File: src/rtl/pipeline_hazard_ctrl_pkg.sv
// Shared stage definitions for the pipeline hazard controller: forwarding selects,
// trig sequencer states, writeback-source encodings and the stall/flush bundle.
package pipeline_hazard_ctrl_pkg;

    localparam int unsigned REG_IDX_W = 4;

    typedef enum logic [1:0] {
        REG = 2'b00,
        WB  = 2'b01,
        MEM = 2'b10
    } hazard_fwd_sel;

    typedef enum logic {
        IDLE = 1'b0,
        RUN  = 1'b1
    } trig_state;

    localparam logic [1:0] MTR_ALU  = 2'b00;
    localparam logic [1:0] MTR_DMEM = 2'b01;
    localparam logic [1:0] MTR_PMEM = 2'b10;
    localparam logic [1:0] MTR_TRIG = 2'b11;

    typedef struct packed {
        logic stall_f;
        logic stall_d;
        logic stall_e;
        logic flush_d;
        logic flush_e;
        logic flush_m;
    } hazard_ctrl_signals;

    // The memory stage holds the younger result, so it wins over writeback.
    function automatic hazard_fwd_sel fwd_select(
        input logic                 mem_we,
        input logic [REG_IDX_W-1:0] mem_rd,
        input logic                 wb_we,
        input logic [REG_IDX_W-1:0] wb_rd,
        input logic [REG_IDX_W-1:0] src
    );
        hazard_fwd_sel sel;
        sel = REG;
        if (mem_we && (mem_rd == src)) begin
            sel = MEM;
        end else if (wb_we && (wb_rd == src)) begin
            sel = WB;
        end
        return sel;
    endfunction

    function automatic logic is_mem_load(input logic [1:0] mem_to_reg);
        return (mem_to_reg == MTR_DMEM) || (mem_to_reg == MTR_PMEM);
    endfunction

endpackage

File: src/rtl/pipeline_hazard_ctrl_trig_seq.sv
// Trig unit sequencer: IDLE/RUN FSM, saturating cycle counter, timeout and
// abort handling, and the pipeline hold request while the trig unit works.
module trig_seq_fsm
    import pipeline_hazard_ctrl_pkg::*;
#(
    parameter int TRIG_TIMEOUT = 64,
    parameter int CNT_W        = 7
) (
    input  logic             clk,
    input  logic             rst,
    input  logic             trig_select,
    input  logic             pc_src,
    input  logic             trig_done,
    output logic             trig_hold,
    output logic             trig_start,
    output logic             trig_abort,
    output logic             trig_error,
    output logic [CNT_W-1:0] trig_cycles
);

    trig_state        state_q, state_d;
    logic [CNT_W-1:0] cnt_q, cnt_d;
    logic             err_q, err_d;
    logic [CNT_W-1:0] cyc_q, cyc_d;
    logic             timeout;

    always_comb begin
        state_d    = state_q;
        cnt_d      = cnt_q;
        err_d      = err_q;
        cyc_d      = cyc_q;
        trig_hold  = 1'b0;
        trig_start = 1'b0;
        trig_abort = 1'b0;
        timeout    = (cnt_q >= CNT_W'(TRIG_TIMEOUT));

        case (state_q)
            IDLE: begin
                if (trig_select && !pc_src) begin
                    state_d    = RUN;
                    cnt_d      = CNT_W'(1);
                    trig_start = 1'b1;
                    trig_hold  = 1'b1;
                end
            end
            RUN: begin
                if (cnt_q != '1) begin
                    cnt_d = cnt_q + CNT_W'(1);
                end
                // A branch in writeback kills the operation outright; a real
                // completion beats a coincident timeout.
                if (pc_src) begin
                    state_d    = IDLE;
                    trig_abort = 1'b1;
                end else if (trig_done) begin
                    state_d = IDLE;
                    cyc_d   = cnt_q;
                end else if (timeout) begin
                    state_d    = IDLE;
                    trig_abort = 1'b1;
                    err_d      = 1'b1;
                end else begin
                    trig_hold = 1'b1;
                end
            end
            default: state_d = IDLE;
        endcase

        if (rst) begin
            trig_hold  = 1'b0;
            trig_start = 1'b0;
            trig_abort = 1'b0;
        end
    end

    always_ff @(posedge clk) begin
        if (rst) begin
            state_q <= IDLE;
            cnt_q   <= '0;
            err_q   <= 1'b0;
            cyc_q   <= '0;
        end else begin
            state_q <= state_d;
            cnt_q   <= cnt_d;
            err_q   <= err_d;
            cyc_q   <= cyc_d;
        end
    end

    assign trig_error  = err_q;
    assign trig_cycles = cyc_q;

endmodule

File: src/rtl/pipeline_hazard_ctrl.sv
// Five-stage pipeline hazard controller: operand forwarding, load-use detection,
// trig-unit hold and branch flush, merged into the stage stall/flush controls.
module pipeline_hazard_ctrl
    import pipeline_hazard_ctrl_pkg::*;
#(
    parameter int TRIG_TIMEOUT = 64,
    parameter int CNT_W        = 7
) (
    input  logic             clk,
    input  logic             rst,
    input  logic [3:0]       deco_Rn,
    input  logic [3:0]       deco_Rs,
    input  logic             deco_useRn,
    input  logic             deco_useRs,
    input  logic [3:0]       exe_Rn,
    input  logic [3:0]       exe_Rs,
    input  logic [3:0]       exe_Rd,
    input  logic             exe_regWrite,
    input  logic             exe_trigSelect,
    input  logic [1:0]       exe_memToReg,
    input  logic [3:0]       mem_Rd,
    input  logic [3:0]       wb_Rd,
    input  logic             mem_regWrite,
    input  logic             wb_regWrite,
    input  logic             wb_pcSrc,
    input  logic             trig_done,
    output logic             stallF,
    output logic             stallD,
    output logic             stallE,
    output logic             flushD,
    output logic             flushE,
    output logic             flushM,
    output logic [1:0]       fwdA,
    output logic [1:0]       fwdB,
    output logic             trig_start,
    output logic             trig_abort,
    output logic             trig_error,
    output logic [CNT_W-1:0] trig_cycles
);

    hazard_fwd_sel      fwd_a, fwd_b;
    hazard_ctrl_signals ctrl;
    logic               load_use;
    logic               trig_hold;

    trig_seq_fsm #(
        .TRIG_TIMEOUT(TRIG_TIMEOUT),
        .CNT_W       (CNT_W)
    ) u_trig_seq (
        .clk        (clk),
        .rst        (rst),
        .trig_select(exe_trigSelect),
        .pc_src     (wb_pcSrc),
        .trig_done  (trig_done),
        .trig_hold  (trig_hold),
        .trig_start (trig_start),
        .trig_abort (trig_abort),
        .trig_error (trig_error),
        .trig_cycles(trig_cycles)
    );

    always_comb begin
        fwd_a = fwd_select(mem_regWrite, mem_Rd, wb_regWrite, wb_Rd, exe_Rn);
        fwd_b = fwd_select(mem_regWrite, mem_Rd, wb_regWrite, wb_Rd, exe_Rs);

        load_use = exe_regWrite && is_mem_load(exe_memToReg) &&
                   ((deco_useRn && (deco_Rn == exe_Rd)) ||
                    (deco_useRs && (deco_Rs == exe_Rd)));

        ctrl = '0;
        // Branch flush outranks the trig hold, which in turn masks load-use.
        if (rst) begin
            ctrl = '0;
        end else if (wb_pcSrc) begin
            ctrl.flush_d = 1'b1;
            ctrl.flush_e = 1'b1;
            ctrl.flush_m = 1'b1;
        end else if (trig_hold) begin
            ctrl.stall_f = 1'b1;
            ctrl.stall_d = 1'b1;
            ctrl.stall_e = 1'b1;
            ctrl.flush_m = 1'b1;
        end else if (load_use) begin
            ctrl.stall_f = 1'b1;
            ctrl.stall_d = 1'b1;
            ctrl.flush_e = 1'b1;
        end
    end

    assign stallF = ctrl.stall_f;
    assign stallD = ctrl.stall_d;
    assign stallE = ctrl.stall_e;
    assign flushD = ctrl.flush_d;
    assign flushE = ctrl.flush_e;
    assign flushM = ctrl.flush_m;
    assign fwdA   = fwd_a;
    assign fwdB   = fwd_b;

endmodule

File: config.mk
export PLATFORM = sky130hd
export DESIGN_NAME = pipeline_hazard_ctrl
export DESIGN_NICKNAME = d
export VERILOG_FILES = /design/src/rtl/pipeline_hazard_ctrl_pkg.sv /design/src/rtl/pipeline_hazard_ctrl_trig_seq.sv /design/src/rtl/pipeline_hazard_ctrl.sv
export SDC_FILE = /design/constraint.sdc
export NUM_CORES = 1
export LEC_CHECK = 0
export ABC_AREA = 1
export CAP_MARGIN = 15
export CORE_MARGIN = 4
export CORE_UTILIZATION = 40
export DETAILED_ROUTE_END_ITERATION = 7
export PLACE_DENSITY = 0.89
export SYNTH_ARGS = -nofsm -noshare
export SYNTH_HDL_FRONTEND = slang
export SYNTH_SLANG_ARGS = --single-unit
File: constraint.sdc
create_clock -name clk -period 1.58 [get_ports clk]
set_clock_uncertainty 0.05 [all_clocks]
set_input_delay 0.158 -clock clk [delete_from_list [all_inputs] [get_ports clk]]
set_output_delay 0.158 -clock clk [all_outputs]
set_load 0.01 [all_outputs]
Run 1, I/O pins on the die edge:
Scale bar: 20 um. Pins as bars across the die edge, other pins in grey.
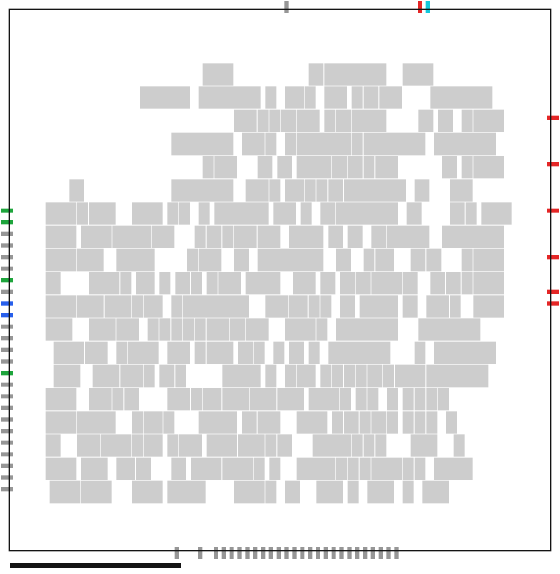
port	colour	pins	direction	edge
fwdB	blue	2	output	left
clk	cyan	1	input	top
trig_cycles	red	7	output	6 right, 1 top
exe_Rs	green	4	input	left

Run 1, placement density heat map:
The die is cut into 6 by 6 equal tiles; white is low, dark blue is high, 0 to 100% covered.
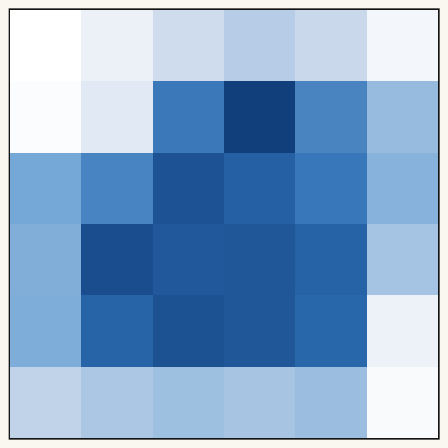
nearly empty tiles	2.8%
densest ninth of the die	middle
mean over tiles	49%
tiles over 75% full	31%
fullest tile	94%
emptiest ninth of the die	top left
FP Util: 43.26%
final core utilization: 70.68%
Core ar.: 2829 um2

Run 1, zoomed window:
Region (37, 37) to (57, 57) um. Cells in grey, sequential cells in the stronger grey; small squares are vias.
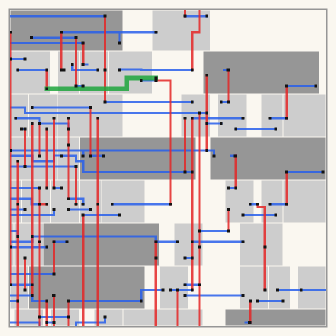
layer	colour
metal 2	red
metal 1	blue
metal 3	green
most frequent	a21oi_1 (6), dfxtp_1 (6), inv_1 (5)
cells with their middle in the window	33
netlist names of flops here include	u_trig_seq.cnt_q (3), u_trig_seq.trig_cycles (3)
sequential cells in the window	6

Run 1, placed standard cells:
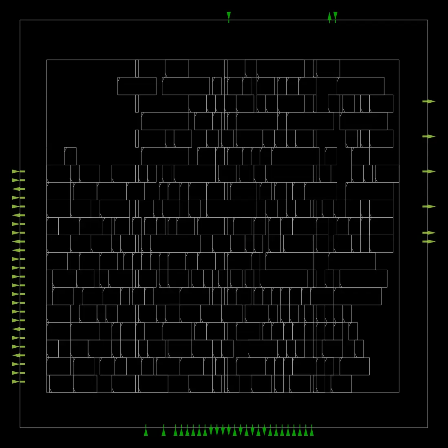
filler cell count: 229
sequential cell area share: 16.08%

==> impl_metrics.tcl, run 1 <==
# place-and-route summary
set metrics [dict create \
    switchingPower_mw 0.2872 \
    hold_ws_ns 0.3894 \
    area_delta_synth_final_pct 63.39 \
    combinationalPower_mw 0.321 \
    worst_pin_slew_ns 0.2262 \
    min_path_type "in -> reg" \
    worstSetupPathType "in -> out" \
    ys_async_sr_fraction_pct 0 \
    hpwl_um 2897 \
    ant_nets 0 \
    hold_path_end "u_trig_seq.trig_error" \
    most_common_cell "nand2_1" \
    clock_power_share_pct 26.5 \
    grt_max_degree 13 \
    die_h_um 63.31 \
    fmax_mhz 641.9 \
    run_status "finished, final reports clean" \
    clock_latency_ns 0.28 \
    vdd_ir_drop_max_uv 299.8 \
    rows 19 \
    post_drt_wl_per_cell_um 11.32 \
    ctsHoldBuffers 0 \
    worstRegToRegCells 8 \
    xor_share_pct 3.579 \
    fin_crit_sh_pct 98.60 \
    final_hold_viol_count 0 \
    min_path_cells 4 \
    clk_pin_slew_ns 0.10 \
    r2r-end "u_trig_seq.cnt_q[5]" \
    worstPathRequired_ns 1.37 \
    setup_tns_ns 0 \
    rsz0062_at_grt "yes" \
    p_seq_mw 0.424 \
    cts_made_buffers 3 \
    tool_warnings 28 \
    synth.top_cell.area_share_pct 26.18 \
    yosys-stat-cells 192 \
    antenna_cells 0 \
    p_total_mw 1.015 \
    grtUsageMet1_pct 17.80 \
    mostFrequentLayoutCell "nand2_1" \
    largest_area_cell "dfxtp_1" \
    ys.flop_type "dfxtp_1" \
    holdCritStartpoint "wb_pcSrc" \
    top_usage_layer "met2" \
    cp-start-kind "input pin" \
    fin_nets 312 \
    powerClk_mw 0.269 \
    top_signal_layer_used "met4" \
    muxShareOfSynthArea_pct 0 \
    drt_iter0_drc 43 \
    ys_seq_share_pct 26.18 \
    synth_warnings 0 \
    top_cells_by_count "nand2_1 (38), inv_1 (32), nor2_1 (22)" \
    crit_arrival_ns 1.35 \
    port_buffers 59 \
    synth-edff-count 0 \
    crit_path_max_fanout 5 \
    dp_slack_ns -0.5709 \
    dr_wl_met3_um 203 \
    grt_pass1_wl_um 5733 \
]
==> run 1: worst max path at each step <==
stage | from | end | slack, ns | cells after the start
after global routing | u_trig_seq.state_q | flushE | -0.05 | 7
final | trig_done | flushE | 0.02 | 6
after floorplan | u_trig_seq.state_q | stallF | 0.03 | 7
after detailed placement | wb_pcSrc | stallD | -0.57 | 5
after CTS | u_trig_seq.state_q | stallD | -0.006 | 5
after global placement | wb_pcSrc | stallF | -0.46 | 5
==> run 1: state kept, by name (all words and copies together), names as in the netlist <==
register                flops
u_trig_seq.cnt_q            7
u_trig_seq.trig_cycles      7
u_trig_seq.state_q          1
u_trig_seq.trig_error       1
==> run 1: cell type report <==
type | count | area [um2] | share of cell area (%)
Clock buffer | 4 | 36.28 | 1.815
Inverter | 36 | 137.6 | 6.884
Multi-Input combinational cell | 135 | 759.5 | 37.98
Sequential cell | 16 | 321.6 | 16.08
Tap cell | 31 | 38.79 | 1.940
Timing Repair Buffer | 79 | 705.7 | 35.29
==> run 1: worst reg2reg max path, stage by stage (launching register included) <==
cell	delay [ns]
dfxtp_1	0.40
ha_1	0.22
nand3_2	0.12
nor2_4	0.13
nand3_4	0.10
nand2_4	0.10
nand2_4	0.06
nor2_1	0.09
nor2_1	0.05
==> run 1: through the flow <==
step | std cells | util [%] | instance area, um2
2_1_floorplan | 192 | - | 1224
3_3_place_gp | 296 | 69.13 | 1956
3_5_place_dp | 296 | 69.13 | 1956
4_1_cts | 301 | 70.01 | 1981
5_1_grt | 301 | 70.68 | 1999
6_report | 301 | 70.68 | 1999
==> run 1: repair_timing <==
item                       4_1_cts  5_1_grt
setup endpoints to repair       12       10
setup buffers                    1        0
pin swaps                        4       17
gates resized                   55       18
==> run 1 -> run 2 <==
CTS_CLUSTER_DIAMETER = 30   (was default)
PLACE_DENSITY = 0.81   (was 0.89)
Run 2, I/O pins on the die edge:
Scale bar: 20 um. Pins as bars across the die edge, other pins in grey.
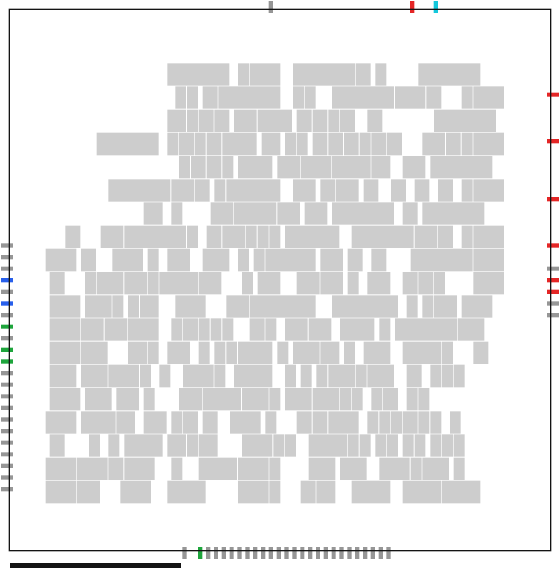
port	colour	pins	direction	edge
clk	cyan	1	input	top
trig_cycles	red	7	output	6 right, 1 top
fwdB	blue	2	output	left
exe_Rs	green	4	input	3 left, 1 bottom

Run 2, zoomed window:
Region (37, 37) to (57, 57) um. Cells in grey, sequential cells in the stronger grey; small squares are vias.
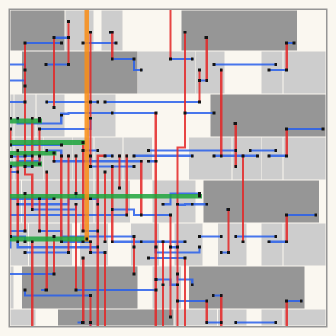
layer	colour
metal 3	green
metal 1	blue
metal 2	red
metal 4	orange
most frequent	a21oi_1 (6), dfxtp_1 (6)
netlist names of flops here include	u_trig_seq.trig_cycles (5), u_trig_seq.cnt_q (1)
cells with their middle in the window	36
sequential cells in the window	6

==> impl_metrics.tcl, run 2 <==
# place-and-route summary
set metrics [dict create \
    ant_nets 0 \
    xor_share_pct 3.579 \
    p_total_mw 1.030 \
    hpwl_um 2794 \
    top_usage_layer "met2" \
    most_common_cell "nand2_1" \
    initCoreUtil_pct 43.26 \
    worstSetupPathType "reg -> out" \
    rsz0062_at_grt "yes" \
    crit_arrival_ns 1.37 \
    core_area_um2 2829 \
    synth_warnings 0 \
    ys_async_sr_fraction_pct 0 \
    area_delta_synth_final_pct 67.08 \
    synth.top_cell.area_share_pct 26.18 \
    fin_area_um2 2044 \
    clock_power_share_pct 26.6 \
    tool_warnings 28 \
    drt_iter0_drc 84 \
    fin_crit_sh_pct 99.57 \
    mostFrequentLayoutCell "nand2_1" \
    fillers 238 \
    cts_made_buffers 3 \
    vdd_ir_drop_max_uv 298.0 \
    run_status "finished, final reports clean" \
    ys.flop_type "dfxtp_1" \
    synth-edff-count 0 \
    antenna_cells 0 \
    switchingPower_mw 0.2939 \
    fmax_mhz 635.7 \
    r2r-end "u_trig_seq.cnt_q[5]" \
    holdCritStartpoint "rst" \
    min_path_type "in -> reg" \
    largest_area_cell "dfxtp_1" \
    yosys-stat-cells 192 \
    hold_ws_ns 0.2648 \
    clock_latency_ns 0.29 \
    grt_pass1_wl_um 5637 \
    min_path_cells 3 \
    worstPathRequired_ns 1.37 \
    crit_path_max_fanout 4 \
    clk_pin_slew_ns 0.10 \
    dpl_cell_area_um2 1971 \
    grt_max_degree 11 \
    grtUsageMet1_pct 19.29 \
    fin_nets 316 \
]
[run 2: cell families (layout without fill, tap and decap cells)]
family | Yosys count | count (layout)
simple gates | 93 | 93
fa+ha+maj | 1 | 1
buf+inv | 41 | 123
xor+xnor | 5 | 5
compound gates | 36 | 36
flops | 16 | 16
[run 2: cell type report]
cell class	instances	share of cell area, %
sequential	16	15.73
tap	31	1.897
timing repair buffer	83	36.54
inverter	36	6.732
clock buffer	4	1.775
multi-input combinational	135	37.33
[run 2: power groups by stage]
stage | registers (mW) | clock network (mW) | logic [mW]
after floorplan | 0.433 | 0 | 0.138
after global placement | 0.434 | 0 | 0.328
after detailed placement | 0.434 | 0 | 0.333
after CTS | 0.425 | 0.277 | 0.324
after global routing | 0.427 | 0.307 | 0.364
final | 0.425 | 0.274 | 0.331
[run 2: worst max-delay path by stage]
| stage | start | end |
|---|---|---|
| global placement | wb_pcSrc | flushM |
| CTS | u_trig_seq.state_q | flushM |
| floorplan | u_trig_seq.state_q | stallF |
| finish | u_trig_seq.state_q | flushE |
| global route | u_trig_seq.state_q | flushE |
| detailed placement | exe_Rd[0] | stallD |
[run 2: per-stage QoR]
stage | util, % | instances
after floorplan | - | 192
after global placement | 69.66 | 298
after detailed placement | 69.66 | 298
after CTS | 70.41 | 302
after global routing | 72.27 | 305
final | 72.27 | 305
[run 2: layer usage]
| metal | up-vias | share of wire [%] |
|---|---|---|
| met3 | 9 | 8.7 |
| met5 | - | 0 |
| met1 | 652 | 40 |
| met2 | 69 | 49 |
| met4 | 0 | 2.0 |
| li1 | 779 | - |
[run 2: timing repair]
action / CTS / global route
resized: 45 / 26
pin swaps: 2 / 13
hold buffers: 0 / 0
setup buffers: 0 / 3
setup endpoints to repair: 12 / 10
hold endpoints to repair: 0 / 0
==> run 2 -> run 3 <==
PLACE_DENSITY = 0.82   (was 0.81)
SYNTH_HIERARCHICAL = 1   (was default)
Run 3, cell sizes after repair:
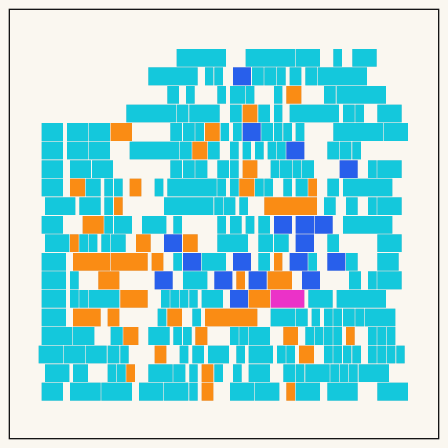
size	colour	cells	share
_0 and _1 cells	cyan	218	79%
_2 cells	orange	39	14%
_6 and larger	magenta	1	0.36%
_3 and _4 cells	blue	18	6.5%
setup slack after layout: -0.02635 ns
count of non-CTS buffers in the layout: 74
area growth from synthesis to layout: 64.34%

Run 3, zoomed window:
Region (37, 37) to (57, 57) um. Cells in grey, sequential cells in the stronger grey; small squares are vias.
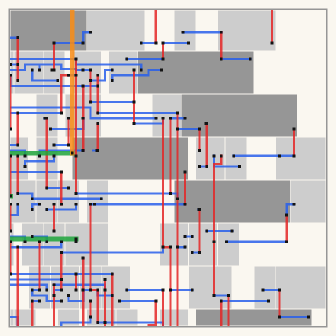
layer	colour
metal 4	orange
metal 2	red
metal 3	green
metal 1	blue
cells with their middle in the window	38
most frequent	inv_1 (7)
sequential cells in the window	5
netlist names of flops here include	u_trig_seq/trig_cycles (4), u_trig_seq/cnt_q (1)

==> impl_metrics.tcl, run 3 <==
# place-and-route summary
set metrics [dict create \
    ctsHoldBuffers 0 \
    top_usage_layer "met2" \
    grt_max_degree 12 \
    rsz0062_at_grt "yes" \
    antenna_cells 0 \
    mostFrequentLayoutCell "nand2_1" \
    grt_pass1_wl_um 5616 \
    ant_nets 0 \
    p_sw_share_pct 28.12 \
    fin_ws_ns -0.02635 \
    holdCritStartpoint "u_trig_seq/trig_cycles[2]" \
    most_common_cell "nand2_1" \
    crit_arrival_ns 1.40 \
    largest_area_cell "dfxtp_1" \
    seqPwrFrac_pct 42.4 \
    run_status "finished with violations" \
    tool_warnings 28 \
    ys.flop_type "dfxtp_1" \
    yosys-stat-cells 202 \
    crit_path_max_fanout 3 \
    initCoreUtil_pct 42.77 \
    min_path_type "reg -> reg" \
    cts_made_buffers 3 \
    synth-edff-count 0 \
    finalSetupViolCount 1 \
    synth.top_cell.area_share_pct 26.69 \
    worstSetupPathType "reg -> out" \
    vdd_ir_drop_max_uv 248.5 \
    worstPathRequired_ns 1.37 \
    worstSetupStartpoint "u_trig_seq/cnt_q[6]" \
    fin_nets 318 \
    ys_async_sr_fraction_pct 0 \
    grtUsageMet1_pct 16.97 \
    clock_power_share_pct 27.1 \
    min_path_cells 2 \
    clock_latency_ns 0.28 \
    area_leaders "dfxtp_1 (27%), nand2_1 (14%), inv_1 (10%), nor2_1 (8.1%), a21oi_1 (7.5%)" \
    cts_setup_buffers 5 \
    root_buffer "clkbuf_4" \
    crit_end "flushE" \
    fin_crit_sh_pct 101.7 \
    core_area_um2 2805 \
    fmax_mhz 622.5 \
    fillers 268 \
    cts-resized-gates 53 \
    violations "negative setup slack" \
    drt_iter0_drc 40 \
    synth_warnings 6 \
    r2r-end "u_trig_seq/cnt_q[0]" \
    hpwl_um 2668 \
]
[run 3: stage by stage]
stage	power (mW)	TNS, ns	cell area (um2)	hold WS, ns	std cells
floorplan	0.5603	0	1200	0.2963	202
global placement	0.7378	-3.475	1898	0.3819	300
detailed placement	0.7429	-3.877	1898	0.3840	300
CTS	1.004	-0.1557	1958	0.3612	309
global route	1.063	-0.4137	1972	0.4299	307
finish	0.9988	-0.02635	1972	0.3953	307
[run 3: routing by layer]
| metal | share of wire [%] | vias to the layer above | routed length, um |
|---|---|---|---|
| li1 | - | 781 | - |
| met5 | 0 | - | 0 |
| met4 | 0.42 | 0 | 14 |
| met1 | 40 | 672 | 1354 |
| met2 | 52 | 40 | 1762 |
| met3 | 6.9 | 2 | 232 |
[run 3: cell families after synthesis]
kind of cell | synth area share, %
AOI/OAI and AO/OA | 14.60
and+or+nand+nor | 38.06
buffers and inverters | 13.03
adders and majority gates | 1.043
xor gates and xnor gates | 6.570
DFF | 26.69
[run 3: area by class of cell]
class / count / area share, %
Sequential cell: 16 / 16.37
Multi-Input combinational cell: 146 / 38.45
Inverter: 36 / 6.853
Tap cell: 31 / 1.967
Timing Repair Buffer: 74 / 34.52
Clock buffer: 4 / 1.840
[run 3: worst max-delay path, stage by stage (launching register included)]
cell	delay (ns)
dfxtp_2	0.34
inv_2	0.05
nand4_1	0.12
a21oi_2	0.20
buf_4	0.14
nor2_2	0.03
nand3_1	0.06
nand2_1	0.05
buf_2	0.13
[run 3: power by group through the flow]
stage	clock network [mW]	logic, mW	registers (mW)
floorplan	0	0.126	0.434
global placement	0	0.306	0.432
detailed placement	0	0.311	0.432
CTS	0.275	0.306	0.423
global route	0.299	0.338	0.426
finish	0.270	0.305	0.424
No activity file was given, so power comes from the tool's default toggle rates.
